## src/rtl/syn_lb_arb_pkg.sv

```systemverilog
// Shared types and constants for the local-bus round-robin arbiter.
// Imported by the arbiter top and its round-robin picker.
package syn_lb_arb_pkg;

    localparam int MAX_MASTERS = 8;
    localparam int IDX_W       = 3;

    localparam logic [31:0] LB_TIMEOUT_DATA = 32'hDEAD_DEAD;

    typedef enum logic [1:0] {
        IDLE,
        ISSUE,
        WAIT,
        DONE
    } state_e;

    typedef enum logic {
        OP_RD,
        OP_WR
    } op_e;

endpackage

```

## src/rtl/syn_rr_picker.sv

```systemverilog
// Combinational round-robin select: the first requester found when searching
// upward from rr_ptr+1, wrapping at NUM_MASTERS.
module syn_rr_picker
    import syn_lb_arb_pkg::*;
#(
    parameter int NUM_MASTERS = 2
) (
    input  logic [NUM_MASTERS-1:0] req,
    input  logic [IDX_W-1:0]       rr_ptr,
    output logic [IDX_W-1:0]       winner,
    output logic                   any_req
);

    logic [MAX_MASTERS-1:0] req_ext;
    logic [IDX_W-1:0]       cand [NUM_MASTERS];
    logic [NUM_MASTERS-1:0] hit;

    assign req_ext = MAX_MASTERS'(req);

    // cand[gi] is the master examined at search distance gi+1 from rr_ptr
    genvar gi;
    generate
        for (gi = 0; gi < NUM_MASTERS; gi++) begin : g_cand
            logic [IDX_W:0] sum;
            assign sum      = {1'b0, rr_ptr} + (IDX_W+1)'(gi + 1);
            assign cand[gi] = (sum >= (IDX_W+1)'(NUM_MASTERS))
                            ? IDX_W'(sum - (IDX_W+1)'(NUM_MASTERS))
                            : sum[IDX_W-1:0];
            assign hit[gi]  = req_ext[cand[gi]];
        end
    endgenerate

    always_comb begin
        winner  = '0;
        any_req = |req;
        // Walk from the farthest candidate back so the nearest hit wins
        for (int k = NUM_MASTERS - 1; k >= 0; k--) begin
            if (hit[k]) begin
                winner = cand[k];
            end
        end
    end

endmodule

```

## src/rtl/syn_lb_arbiter.sv

```systemverilog
// Round-robin arbiter sharing one cortex local-bus slave port between several
// LB masters: one transaction at a time, response routed back, hung slaves timed out.
module syn_lb_arbiter
    import syn_lb_arb_pkg::*;
#(
    parameter int NUM_MASTERS = 2,
    parameter int LB_DATA_W   = 32,
    parameter int LB_ADDR_W   = 16,
    parameter int TIMEOUT_W   = 8
) (
    input  logic                             clk,
    input  logic                             rst,
    input  logic [NUM_MASTERS-1:0]           m_wr_en,
    input  logic [NUM_MASTERS-1:0]           m_rd_en,
    input  logic [NUM_MASTERS*LB_ADDR_W-1:0] m_addr,
    input  logic [NUM_MASTERS*LB_DATA_W-1:0] m_wr_data,
    output logic [NUM_MASTERS-1:0]           m_wr_valid,
    output logic [NUM_MASTERS-1:0]           m_rd_valid,
    output logic [LB_DATA_W-1:0]             m_rd_data,
    output logic                             lb_wr_en,
    output logic                             lb_rd_en,
    output logic [LB_ADDR_W-1:0]             lb_addr,
    output logic [LB_DATA_W-1:0]             lb_wr_data,
    input  logic                             lb_wr_valid,
    input  logic                             lb_rd_valid,
    input  logic [LB_DATA_W-1:0]             lb_rd_data,
    output logic                             timeout_err,
    output logic [2:0]                       grant_idx
);

    state_e                 state_reg, state_next;
    op_e                    op_reg, op_next;
    logic [IDX_W-1:0]       rr_ptr_reg, rr_ptr_next;
    logic [IDX_W-1:0]       grant_reg, grant_next;
    logic [TIMEOUT_W-1:0]   cnt_reg, cnt_next, cnt_inc;
    logic                   lb_wr_en_reg, lb_wr_en_next;
    logic                   lb_rd_en_reg, lb_rd_en_next;
    logic [LB_ADDR_W-1:0]   lb_addr_reg, lb_addr_next;
    logic [LB_DATA_W-1:0]   lb_wr_data_reg, lb_wr_data_next;
    logic [NUM_MASTERS-1:0] m_wr_valid_reg, m_wr_valid_next;
    logic [NUM_MASTERS-1:0] m_rd_valid_reg, m_rd_valid_next;
    logic [LB_DATA_W-1:0]   m_rd_data_reg, m_rd_data_next;
    logic                   timeout_err_reg, timeout_err_next;

    logic [NUM_MASTERS-1:0] req;
    logic [IDX_W-1:0]       winner;
    logic                   any_req;
    logic [MAX_MASTERS-1:0] wr_ext;
    logic [LB_ADDR_W-1:0]   addr_arr [MAX_MASTERS];
    logic [LB_DATA_W-1:0]   data_arr [MAX_MASTERS];
    logic [NUM_MASTERS-1:0] grant_onehot;

    assign req          = m_wr_en | m_rd_en;
    assign wr_ext       = MAX_MASTERS'(m_wr_en);
    assign cnt_inc      = cnt_reg + TIMEOUT_W'(1);
    assign grant_onehot = NUM_MASTERS'(1) << grant_reg;

    // Unpack the master buses, padding unused slots so a 3-bit index is always legal
    genvar gi;
    generate
        for (gi = 0; gi < MAX_MASTERS; gi++) begin : g_bus
            if (gi < NUM_MASTERS) begin : g_used
                assign addr_arr[gi] = m_addr[gi*LB_ADDR_W +: LB_ADDR_W];
                assign data_arr[gi] = m_wr_data[gi*LB_DATA_W +: LB_DATA_W];
            end else begin : g_pad
                assign addr_arr[gi] = '0;
                assign data_arr[gi] = '0;
            end
        end
    endgenerate

    syn_rr_picker #(
        .NUM_MASTERS(NUM_MASTERS)
    ) u_picker (
        .req    (req),
        .rr_ptr (rr_ptr_reg),
        .winner (winner),
        .any_req(any_req)
    );

    always_ff @(posedge clk or posedge rst) begin
        if (rst) begin
            state_reg       <= IDLE;
            op_reg          <= OP_RD;
            rr_ptr_reg      <= IDX_W'(NUM_MASTERS - 1);
            grant_reg       <= '0;
            cnt_reg         <= '0;
            lb_wr_en_reg    <= 1'b0;
            lb_rd_en_reg    <= 1'b0;
            lb_addr_reg     <= '0;
            lb_wr_data_reg  <= '0;
            m_wr_valid_reg  <= '0;
            m_rd_valid_reg  <= '0;
            m_rd_data_reg   <= '0;
            timeout_err_reg <= 1'b0;
        end else begin
            state_reg       <= state_next;
            op_reg          <= op_next;
            rr_ptr_reg      <= rr_ptr_next;
            grant_reg       <= grant_next;
            cnt_reg         <= cnt_next;
            lb_wr_en_reg    <= lb_wr_en_next;
            lb_rd_en_reg    <= lb_rd_en_next;
            lb_addr_reg     <= lb_addr_next;
            lb_wr_data_reg  <= lb_wr_data_next;
            m_wr_valid_reg  <= m_wr_valid_next;
            m_rd_valid_reg  <= m_rd_valid_next;
            m_rd_data_reg   <= m_rd_data_next;
            timeout_err_reg <= timeout_err_next;
        end
    end

    always_comb begin
        state_next       = state_reg;
        op_next          = op_reg;
        rr_ptr_next      = rr_ptr_reg;
        grant_next       = grant_reg;
        cnt_next         = cnt_reg;
        lb_wr_en_next    = 1'b0;
        lb_rd_en_next    = 1'b0;
        lb_addr_next     = lb_addr_reg;
        lb_wr_data_next  = lb_wr_data_reg;
        m_wr_valid_next  = '0;
        m_rd_valid_next  = '0;
        m_rd_data_next   = m_rd_data_reg;
        timeout_err_next = 1'b0;

        unique case (state_reg)
            IDLE: begin
                if (any_req) begin
                    grant_next      = winner;
                    rr_ptr_next     = winner;
                    lb_addr_next    = addr_arr[winner];
                    lb_wr_data_next = data_arr[winner];
                    op_next         = wr_ext[winner] ? OP_WR : OP_RD;
                    lb_wr_en_next   = wr_ext[winner];
                    lb_rd_en_next   = ~wr_ext[winner];
                    state_next      = ISSUE;
                end
            end
            ISSUE: begin
                cnt_next   = '0;
                state_next = WAIT;
            end
            WAIT: begin
                if ((op_reg == OP_WR && lb_wr_valid) || (op_reg == OP_RD && lb_rd_valid)) begin
                    if (op_reg == OP_WR) begin
                        m_wr_valid_next = grant_onehot;
                    end else begin
                        m_rd_valid_next = grant_onehot;
                        m_rd_data_next  = lb_rd_data;
                    end
                    state_next = DONE;
                end else if (cnt_inc == '1) begin
                    // Slave is hung: complete the transaction with an error response
                    if (op_reg == OP_WR) begin
                        m_wr_valid_next = grant_onehot;
                    end else begin
                        m_rd_valid_next = grant_onehot;
                        m_rd_data_next  = LB_DATA_W'(LB_TIMEOUT_DATA);
                    end
                    timeout_err_next = 1'b1;
                    state_next       = DONE;
                end else begin
                    cnt_next = cnt_inc;
                end
            end
            DONE: begin
                state_next = IDLE;
            end
            default: begin
                state_next = IDLE;
            end
        endcase
    end

    assign m_wr_valid  = m_wr_valid_reg;
    assign m_rd_valid  = m_rd_valid_reg;
    assign m_rd_data   = m_rd_data_reg;
    assign lb_wr_en    = lb_wr_en_reg;
    assign lb_rd_en    = lb_rd_en_reg;
    assign lb_addr     = lb_addr_reg;
    assign lb_wr_data  = lb_wr_data_reg;
    assign timeout_err = timeout_err_reg;
    assign grant_idx   = grant_reg;

endmodule

```

## config.mk

```make
export PLATFORM = sky130hd
export DESIGN_NAME = syn_lb_arbiter
export DESIGN_NICKNAME = d
export VERILOG_FILES = /design/src/rtl/syn_lb_arb_pkg.sv /design/src/rtl/syn_rr_picker.sv /design/src/rtl/syn_lb_arbiter.sv
export SDC_FILE = /design/constraint.sdc
export NUM_CORES = 1
export LEC_CHECK = 0
export CAP_MARGIN = 30
export CELL_PAD_IN_SITES_DETAIL_PLACEMENT = 0
export CELL_PAD_IN_SITES_GLOBAL_PLACEMENT = 1
export CORE_MARGIN = 2
export CORE_UTILIZATION = 30
export DETAILED_ROUTE_END_ITERATION = 10
export PLACE_DENSITY = 0.86
export SETUP_SLACK_MARGIN = 0.5
export SYNTH_ARGS = -nofsm -noshare
export SYNTH_HDL_FRONTEND = slang
export SYNTH_HIERARCHICAL = 1
export SYNTH_SLANG_ARGS = --single-unit
```

## constraint.sdc

```tcl
create_clock -name clk -period 4.75 [get_ports clk]
set_clock_uncertainty 0.2 [all_clocks]
set_input_delay 1.1875 -clock clk [delete_from_list [all_inputs] [get_ports clk]]
set_output_delay 1.1875 -clock clk [all_outputs]
set_load 0.005 [all_outputs]
```

==> images/cell_density.png <==
The die is cut into 13 by 13 equal tiles; white is low, dark blue is high, 0 to 100% covered.
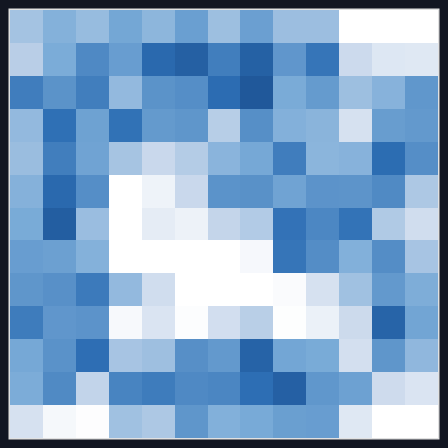
The mean over all tiles is 44%. The fullest tile reaches 84%. 10% of the tiles are nearly empty. 6.5% of the tiles are over 75% full.
Core Area: 15100 um^2
final core occ: 48.8%
Core Util at FP: 30.5%

==> images/wires.png <==
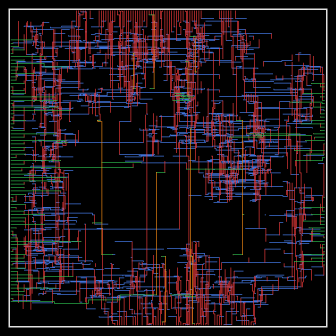
Red stands for metal 2, wire length 6120 um. Orange stands for metal 4, wire length 354 um. Blue stands for metal 1, wire length 5050 um. Green stands for metal 3, wire length 1040 um.

==> images/logic_types.png <==
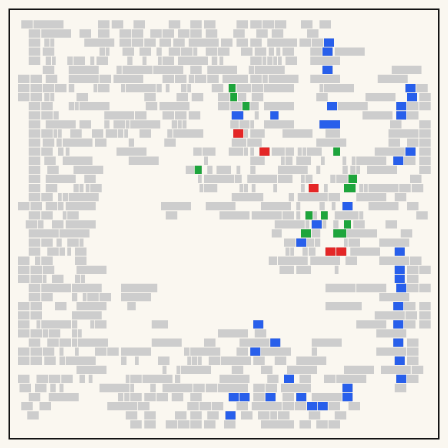
Green stands for and/or cells, cells 12, most used or2_2. Blue stands for non-inverting ao/oa cells, cells 38, most used o22a_1. Red stands for xor and xnor cells, cells 5, most used xor2_1.
most numerous logic cell after layout: clkdlybuf4s50_1
Comb area share: 25.8%
Layout Cells excl Fill: 820

==> images/congestion.png <==
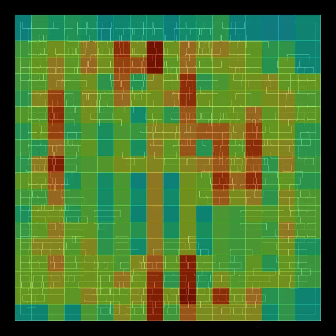
wire per inst: 15.3 um
GRT met2 Usage: 26.3%
GR peak layer: met2
GR Util met1: 18.0%

==> images/layer_met2.png <==
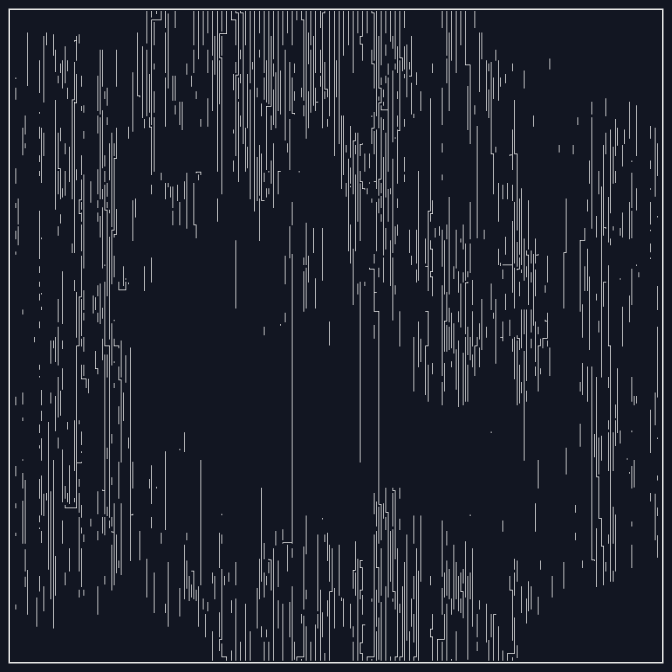
The longest straight run is 56.8 um. The layer holds 49% of the routed length. 662 nets have wire on it. The wires run mostly vertical. The layer carries 6120 um of wire.
via count: 3964
drt total wl: 12600 um

==> flow_summary.toml <==
# synthesis and place-and-route metrics
[outcome]
status = "completed"

[die]
die_h_um = 128
ioPinCount = 226
die_area_um2 = 16400

[setup_path]
cp-start-kind = "input port"
crit_family = "buffers and inverters"
worstReg2RegStart = "rr_ptr_reg[1]"
cpPeakStageDelay_ps = 580
timing.critical_path.from = "m_wr_en[0]"

[power_and_ir_drop]
pg_comb_mw = 2.10
power_density_nw_per_um2 = 594
ir_worst_vdd_uv = 291
power-top-group = "combinational logic"
power_frac_comb_pct = 47.9

[run]
maxCapViolCount = 0

[detailed_routing]
first_pass_iters = 4
route.met2.wl_um = 6120

[finish]
drive_gt1_share_pct = 6.01
final_net_count = 774
num_antenna_cells = 0
synthToLayoutAreaGrowth_pct = 59.9

[sta]
fin_crit_sh_pct = 68.7
hold_violations = 0
period_minus_slack_ps = 3260
slew-limit-headroom_pct = 40.5
setup_viol = 0
fmax_mhz = 306

[grt]
grt_max_degree = 69
grt_overflow = 0

[clocking]
insertion_delay_ps = 340
cts_setup_buffers = 0
cts_max_level = 3
clock-sinks = 102

[placement]
placed_area_um2 = 7070

[yosys]
synth-seq-cells = 102
fa_ha_area_share_pct = 2.98
synth_area_um2 = 4620
seq_area_frac_synth_pct = 55.3
synth-edff-count = 0
## synth_stat cells (all sizes together), types with 2 or more instances
cell type  number  area [um^2]
inv            12         45.0
nor2            8         30.0
o22a           22          193
o21ai          52          260
or2             3         18.8
a211o           2         17.5
and3            2         12.5
xor2            3         26.3
ha             11          138
o22ai           2         12.5
o211a           2         27.5
nand3           6         35.0
dfrtp         101         2530
or3             3         23.8
buf             9         63.8
nand2b          2         12.5
clkbuf         17         63.8
mux2i          55          551
a211oi          2         27.5
xnor2           2         17.5
a22o           10         87.6
mux2            3         33.8
nand2          64          240
## layout make-up
class,count,area (um^2)
clock buffer,12,246
inverter,12,47.5
tap,188,235
timing repair buffer,232,2320
fill,1385,7760
multi-input combinational,270,1910
sequential,102,2550
clock inverter,4,70.1
No activity file was given, so power comes from the tool's default toggle rates.
